`config.mk`:
```
export PLATFORM = sky130hd
export DESIGN_NAME = dac_grad_spi_rx
export DESIGN_NICKNAME = d
export VERILOG_FILES = /design/src/rtl/dac_grad_spi_rx.sv
export SDC_FILE = /design/constraint.sdc
export NUM_CORES = 1
export LEC_CHECK = 0
export ABC_CLOCK_PERIOD_IN_PS = 2000
export CELL_PAD_IN_SITES_DETAIL_PLACEMENT = 0
export CELL_PAD_IN_SITES_GLOBAL_PLACEMENT = 2
export CORE_MARGIN = 4
export CORE_UTILIZATION = 34
export CTS_BUF_LIST = sky130_fd_sc_hd__clkbuf_4
export CTS_CLUSTER_SIZE = 12
export DETAILED_ROUTE_END_ITERATION = 10
export MAX_ROUTING_LAYER = met4
export PLACE_DENSITY_LB_ADDON = 0.1
export SYNTH_ARGS = -nofsm -noshare
export SYNTH_HDL_FRONTEND = slang
export SYNTH_SLANG_ARGS = --single-unit
```
`constraint.sdc`:
```
create_clock -name clk -period 2 [get_ports clk]
set_input_delay 0.4 -clock clk [delete_from_list [all_inputs] [get_ports clk]]
set_output_delay 0.4 -clock clk [all_outputs]
set_load 0.01 [all_outputs]
```
`src/rtl/dac_grad_spi_rx.sv`:
```
// dac_grad_spi_rx
// SPI slave endpoint for the gradient-DAC SPI link (CPOL=1, CPHA=0, MSB first,
// one DATABITS-bit frame per SS_n assertion). The SPI pins are oversampled in
// the clk domain. Each complete word is delivered on a valid/ready port, and a
// readback word is shifted out on MISO at the same time.
//
// Ports:
//   clk, reset          system clock, synchronous active-high reset
//   SCLK, SS_n, MOSI    asynchronous SPI inputs (SCLK idles high)
//   MISO                serial readback to the master, idles high, always driven
//   tx_data             readback word, captured when SS_n falls
//   rx_data / rx_valid  last complete word and its "unconsumed" flag
//   rx_ready            consumer accept (rx_valid & rx_ready pops the word)
//   rx_overrun          sticky: a new word replaced one that was not consumed
//   frame_error         sticky: a frame ended with the wrong bit count
//   status_clear        pulse that clears both sticky flags
module dac_grad_spi_rx #(
    parameter int DATABITS    = 24,
    parameter int SYNC_STAGES = 2
) (
    input  logic                clk,
    input  logic                reset,
    input  logic                SCLK,
    input  logic                SS_n,
    input  logic                MOSI,
    output logic                MISO,
    input  logic [DATABITS-1:0] tx_data,
    output logic [DATABITS-1:0] rx_data,
    output logic                rx_valid,
    input  logic                rx_ready,
    output logic                rx_overrun,
    output logic                frame_error,
    input  logic                status_clear
);

    localparam int CNT_W   = $clog2(DATABITS + 2);
    localparam int FLUSH_W = $clog2(SYNC_STAGES + 3);
    localparam logic [CNT_W-1:0]   CNT_FULL  = CNT_W'(DATABITS);
    localparam logic [CNT_W-1:0]   CNT_SAT   = CNT_W'(DATABITS + 1);
    localparam logic [FLUSH_W-1:0] FLUSH_END = FLUSH_W'(SYNC_STAGES + 1);

    typedef enum logic [1:0] {WAIT_IDLE, IDLE, ACTIVE} state_t;

    state_t                state_q, state_d;
    logic [SYNC_STAGES-1:0] sclk_sync_q, sclk_sync_d;
    logic [SYNC_STAGES-1:0] ss_sync_q, ss_sync_d;
    logic [SYNC_STAGES-1:0] mosi_sync_q, mosi_sync_d;
    logic                  sclk_dly_q, sclk_dly_d, ss_dly_q, ss_dly_d;
    logic                  sclk_fall_q, sclk_fall_d, sclk_rise_q, sclk_rise_d;
    logic                  ss_fall_q, ss_fall_d, ss_rise_q, ss_rise_d;
    logic                  mosi_smp_q, mosi_smp_d;
    logic [FLUSH_W-1:0]    flush_q, flush_d;
    logic [CNT_W-1:0]      bit_cnt_q, bit_cnt_d;
    logic [DATABITS-1:0]   rx_sh_q, rx_sh_d, tx_sh_q, tx_sh_d;
    logic [DATABITS-1:0]   rx_data_q, rx_data_d;
    logic                  rx_valid_q, rx_valid_d;
    logic                  overrun_q, overrun_d, ferr_q, ferr_d;
    logic                  miso_q, miso_d;
    logic                  commit, ferr_set;

    // Synchronizers, delayed copies and registered edge pulses. The edge pulses
    // and the sampled MOSI bit come out of the same register stage, so a
    // falling-edge pulse always pairs with the MOSI value present at that edge.
    always_comb begin
        sclk_sync_d = {sclk_sync_q[SYNC_STAGES-2:0], SCLK};
        ss_sync_d   = {ss_sync_q[SYNC_STAGES-2:0], SS_n};
        mosi_sync_d = {mosi_sync_q[SYNC_STAGES-2:0], MOSI};
        sclk_dly_d  = sclk_sync_q[SYNC_STAGES-1];
        ss_dly_d    = ss_sync_q[SYNC_STAGES-1];
        sclk_fall_d = sclk_dly_q & ~sclk_sync_q[SYNC_STAGES-1];
        sclk_rise_d = ~sclk_dly_q & sclk_sync_q[SYNC_STAGES-1];
        ss_fall_d   = ss_dly_q & ~ss_sync_q[SYNC_STAGES-1];
        ss_rise_d   = ~ss_dly_q & ss_sync_q[SYNC_STAGES-1];
        mosi_smp_d  = mosi_sync_q[SYNC_STAGES-1];
    end

    // Frame FSM, output handshake and sticky flags.
    always_comb begin
        state_d    = state_q;
        flush_d    = flush_q;
        bit_cnt_d  = bit_cnt_q;
        rx_sh_d    = rx_sh_q;
        tx_sh_d    = tx_sh_q;
        miso_d     = miso_q;
        rx_data_d  = rx_data_q;
        commit     = 1'b0;
        ferr_set   = 1'b0;

        unique case (state_q)
            // The sync chain resets to all ones. If SS_n is really low at that
            // point, the chain shows a false high for SYNC_STAGES cycles. So
            // SS_n must be seen high for longer than that before frames are
            // accepted.
            WAIT_IDLE: begin
                if (ss_sync_q[SYNC_STAGES-1]) begin
                    if (flush_q == FLUSH_END) begin
                        state_d = IDLE;
                        flush_d = '0;
                    end else begin
                        flush_d = flush_q + 1'b1;
                    end
                end else begin
                    flush_d = '0;
                end
            end
            IDLE: begin
                if (ss_fall_q) begin
                    tx_sh_d   = {tx_data[DATABITS-2:0], 1'b0};
                    miso_d    = tx_data[DATABITS-1];
                    rx_sh_d   = '0;
                    bit_cnt_d = '0;
                    state_d   = ACTIVE;
                end
            end
            ACTIVE: begin
                // The end of the frame takes priority over an SCLK edge in the same cycle.
                if (ss_rise_q) begin
                    if (bit_cnt_q == CNT_FULL) begin
                        commit = 1'b1;
                    end else begin
                        ferr_set = 1'b1;
                    end
                    miso_d  = 1'b1;
                    state_d = IDLE;
                end else if (sclk_fall_q) begin
                    rx_sh_d = {rx_sh_q[DATABITS-2:0], mosi_smp_q};
                    if (bit_cnt_q != CNT_SAT) begin
                        bit_cnt_d = bit_cnt_q + 1'b1;
                    end
                end else if (sclk_rise_q) begin
                    if (bit_cnt_q < CNT_FULL) begin
                        miso_d  = tx_sh_q[DATABITS-1];
                        tx_sh_d = {tx_sh_q[DATABITS-2:0], 1'b0};
                    end else begin
                        miso_d = 1'b1;
                    end
                end
            end
            default: state_d = WAIT_IDLE;
        endcase

        rx_valid_d = rx_valid_q & ~rx_ready;
        if (commit) begin
            rx_valid_d = 1'b1;
            rx_data_d  = rx_sh_q;
        end

        // A set event in the same cycle as status_clear takes priority.
        overrun_d = status_clear ? 1'b0 : overrun_q;
        if (commit && rx_valid_q && !rx_ready) begin
            overrun_d = 1'b1;
        end
        ferr_d = status_clear ? 1'b0 : ferr_q;
        if (ferr_set) begin
            ferr_d = 1'b1;
        end
    end

    always_ff @(posedge clk) begin
        if (reset) begin
            state_q     <= WAIT_IDLE;
            sclk_sync_q <= '1;
            ss_sync_q   <= '1;
            mosi_sync_q <= '1;
            sclk_dly_q  <= 1'b1;
            ss_dly_q    <= 1'b1;
            sclk_fall_q <= 1'b0;
            sclk_rise_q <= 1'b0;
            ss_fall_q   <= 1'b0;
            ss_rise_q   <= 1'b0;
            mosi_smp_q  <= 1'b1;
            flush_q     <= '0;
            bit_cnt_q   <= '0;
            rx_sh_q     <= '0;
            tx_sh_q     <= '0;
            rx_data_q   <= '0;
            rx_valid_q  <= 1'b0;
            overrun_q   <= 1'b0;
            ferr_q      <= 1'b0;
            miso_q      <= 1'b1;
        end else begin
            state_q     <= state_d;
            sclk_sync_q <= sclk_sync_d;
            ss_sync_q   <= ss_sync_d;
            mosi_sync_q <= mosi_sync_d;
            sclk_dly_q  <= sclk_dly_d;
            ss_dly_q    <= ss_dly_d;
            sclk_fall_q <= sclk_fall_d;
            sclk_rise_q <= sclk_rise_d;
            ss_fall_q   <= ss_fall_d;
            ss_rise_q   <= ss_rise_d;
            mosi_smp_q  <= mosi_smp_d;
            flush_q     <= flush_d;
            bit_cnt_q   <= bit_cnt_d;
            rx_sh_q     <= rx_sh_d;
            tx_sh_q     <= tx_sh_d;
            rx_data_q   <= rx_data_d;
            rx_valid_q  <= rx_valid_d;
            overrun_q   <= overrun_d;
            ferr_q      <= ferr_d;
            miso_q      <= miso_d;
        end
    end

    assign MISO        = miso_q;
    assign rx_data     = rx_data_q;
    assign rx_valid    = rx_valid_q;
    assign rx_overrun  = overrun_q;
    assign frame_error = ferr_q;

endmodule
```
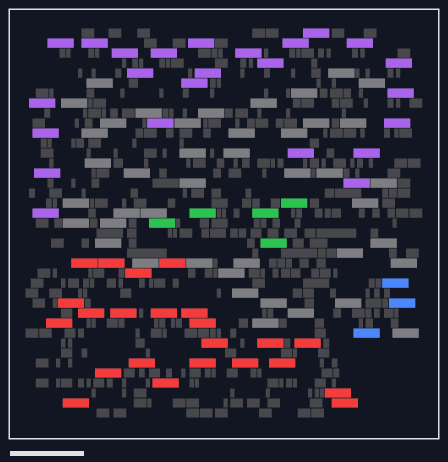
*Sequential cells colored by netlist name*
The bar under the picture is 20 µm long. Other sequential cells in the stronger gray, the rest of the logic in the fainter gray.
Green shows `bit_cnt_q`, sequential cells 5, where center. Blue shows `flush_q`, sequential cells 3. Red shows `tx_sh_q`, sequential cells 23. Purple shows `rx_data`, sequential cells 24.
Another 43 sequential cells are not colored.
register area: 1960 µm²
sequential group power: 1.98 mW

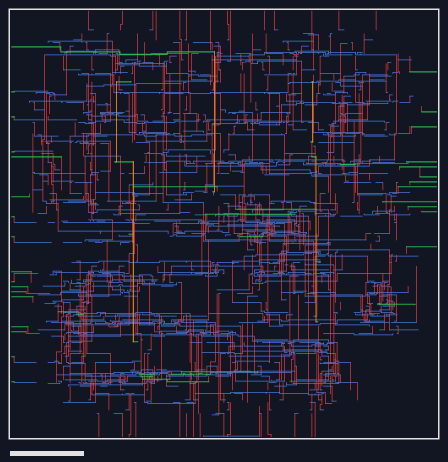
*Routed metal, one color a layer*
The bar under the picture is 20 µm long.
Green shows metal 3, wire length 371 µm. Orange shows metal 4, wire length 170 µm. Red shows metal 2, wire length 3690 µm. Blue shows metal 1, wire length 4450 µm.
routed wire length: 8690 µm
average wire per cell in the routed design: 13.4 µm
Total GRT Usage: 0.141
total via count in the routed design: 3203

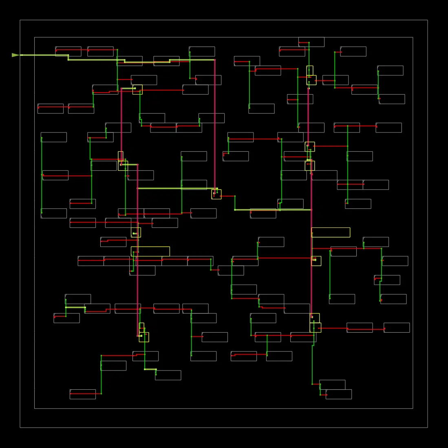
*Clock nets*
clock latency of the later-clocked register in the worst-skew pair: 0.45 ns
Clock Skew: 0.0150 ns

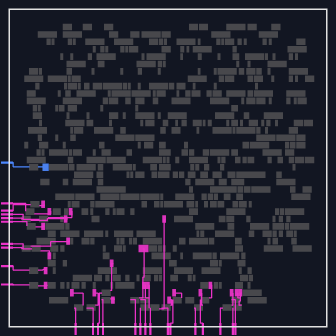
*Wires at chosen ports, followed through buffers*
Blue shows `MOSI`, direction input, end cells 1, buffers 1, wire 10.0 µm. Magenta shows `tx_data`, direction input, end cells 24, buffers 24, wire 399 µm.
number of top-level pins: 59
number of input and output port buffers inserted: 58

-- report_power, final --
group,internal (mW),total [mW],switching (mW)
clock network,0.514,1.16,0.643
logic,0.0920,0.174,0.0821
registers,1.97,1.98,0.0140
total,2.58,3.32,0.739
-- routing by layer --
metal	wire length, µm	global-route usage	part of all wire	up-vias
li1	-	-	-	1646
met1	4450	0.194	0.51	1476
met2	3690	0.198	0.42	67
met3	371	0.0280	0.043	14
met4	170	0.0626	0.020	0
met5	0	-	0	-
-- kinds of logic (layout without fill, tap and decap cells) --
logic type                 Yosys count  count (layout)  share of synthesized area
DFF                                 98              98                      0.491
and+or+nand+nor                    194             194                      0.234
adders and majority gates            4               4                     0.0125
buffers and inverters               44              93                     0.0532
muxes                               25              25                     0.0626
AOI/OAI and AO/OA                   93              93                      0.147
==> run summary <==
Observations from the implementation run.

Routing:
- The run gives the mean number of vias per cell as 4.93.
- TritonRoute reported its final design rule violation total as 0.
- The run gives the detailed-routing iteration count for the pre-antenna-repair pass as 4.
- The run gives the residual antenna-violating net count after detailed routing as 0.

Power:
- The run puts the post-layout total power at 3.32 mW.
- The run puts the largest vdd supply drop at 0.288 mV.

Layout:
- After routing the design area is 4860 µm².
- The run puts the sequential cell count of the final layout at 98.
- The run gives the number of buffers other than clock buffers in the final layout as 70.
- The run gives the logic gate fraction of the total cell area as 0.377.
- Counting the clock-network buffers in the layout gives 10.
- The run gives the total number of multi-input combinational cells as 316.
- The finished layout holds 650 standard cells, fillers aside.
- The run gives the layout buffering overhead excluding clock cells as 0.145.
- In the final layout, the multi-input gates occupy 1830 µm².
- The run gives the antenna diode count as 0.
- The run puts the final cell utilization of the core at 0.424.
- The run puts the clock network area share at 0.0322.
- The run gives the cell type taking the most area as registers.
- The layout has 7 inverters outside the clock class.
- The run gives the post-synthesis to final-layout area growth as 21.5%.
- The run gives the commonest non-fill, non-tap cell in the layout as sky130_fd_sc_hd__dfxtp_1.

Synthesis:
- The run puts the cell count listed in synth_stat.txt at 458.
- Yosys attributes the largest share of cell area to sky130_fd_sc_hd__dfxtp_1, sky130_fd_sc_hd__nand2_1, sky130_fd_sc_hd__a21oi_1.
- The post-synth register bit count is 98.
- The run gives the library cell occupying the most area in the post-synthesis netlist as sky130_fd_sc_hd__dfxtp_1.
- The run puts the synthesized area divided by synthesized cell count at 8.73 µm².
- Warnings reported by Yosys during synthesis add up to 0.
- Of the post-synthesis cell area, the dominant cell type holds 0.491.
- By instance count, the leading cell after synthesis is sky130_fd_sc_hd__dfxtp_1.
- The run gives the post-synthesis instance total as 458.
- For this run, asynchronously set or reset flops after synthesis account for 0.
- The run gives the post-synthesis instance area as 4000 µm².
- Per the synth stats, the flop cell with the highest instance count is sky130_fd_sc_hd__dfxtp_1.
- Counting flops with a built-in enable in the synthesized netlist gives 0.
- In the synthesis report, Yosys lists the chip area as 4000 µm².
- After synthesis, the most frequently instantiated cells are sky130_fd_sc_hd__dfxtp_1, sky130_fd_sc_hd__nand2_1, sky130_fd_sc_hd__a21oi_1, sky130_fd_sc_hd__nor2_1, sky130_fd_sc_hd__and2_1.
- The run gives the count of unique library cells instantiated by Yosys as 44.
- The run puts the sequential element share of the synthesized area at 0.491.

Timing:
- Setup repair after global routing left no endpoint under its margin.
- The run gives the minimum clock period as 1.84 ns.
- In the final report, the number of hold violations comes to 0.
- The run puts the worst-case setup margin in the final layout at 0.156 ns.
- The run gives the max-slew violation total from the final report as 0.
- Looking at the max-slew report, the worst-margin pin has a slew of 0.499 ns.
- The run gives the setup total negative slack as 0 ns.
- The tightest hold path in the finished design has a slack of 0.381 ns.
- The run puts the share of the cycle needed by the critical path after routing at 0.922.
- The run gives the number of endpoints failing setup at the final stage as 0.

Placed design:
- The run gives the worst slack at placement as 0.0233 ns.
- Counting tap cells, the placed design contains a total of 634 instances.
- The run gives the cell area reported after detailed placement as 4700 µm².

Worst setup path:
- The run gives the endpoint of the worst setup timing path as bit_cnt_q[3]$_SDFFE_PP0P_.
- For the worst setup path, the data arrival time is 2.23 ns.
- The run gives the critical path startpoint as state_q[0]$_SDFFE_PP0P_.
- The worst setup path is launched from a flip-flop.
- The run puts the largest stage delay on the critical path at 0.63 ns.
- The run gives the worst setup slack for register-to-register paths as 0.16 ns.
- The run gives the start of the worst register-to-register path as state_q[0]$_SDFFE_PP0P_.
- The critical path in this run is classified as reg -> reg.
- Grouping stages by cell kind, the critical path spends the most delay in simple AND/OR/NAND/NOR gates.
- The run puts the critical path required time at 2.39 ns.
- Among all stages on the critical path, the largest delay is contributed by sky130_fd_sc_hd__dfxtp_1.

Status:
- The flow ran to the end, and the final reports show no timing, DRC or antenna violations.

Floorplan:
- Across the placement rows, the number of tap cells is 143.
- From left edge to right edge, the die measures 116 µm.
- The run puts the standard cell core area at 11500 µm².
- The run gives the number of core rows as 39.
- The run gives the height of the chip as 116 µm.
- The die covers 13600 µm².

Global routing:
- The first global-routing pass estimated 14600 µm of wire.
- After global routing the overflow that remains totals 0.
- The run puts the initial antenna violation count at 0.

Clock tree:
- The run gives the post-cts hold buffer count as 0.
- The run gives the register clock-pin slew on the reported worst setup and hold paths as 0.15 ns.
- The run gives the H-tree depth reported by CTS as 3.
- The run puts the total clock sinks at 98.
- Clock tree synthesis selected as its root buffer the cell sky130_fd_sc_hd__clkbuf_4.
- The run puts the maximum number of buffers from clock root to sink at 2.
- Counting the buffers created by CTS gives 9.

Worst hold path:
- Looking at hold timing, the worst path starts from reset.
- The run puts the depth of the worst hold-timing path at 2.
- The run gives the class of the tightest hold or removal check as in -> reg.

Run:
- The run puts the total tool warning count at 28.
- The run puts the count of maximum capacitance violations at 0.
Power is estimated from default activity; no workload was simulated.
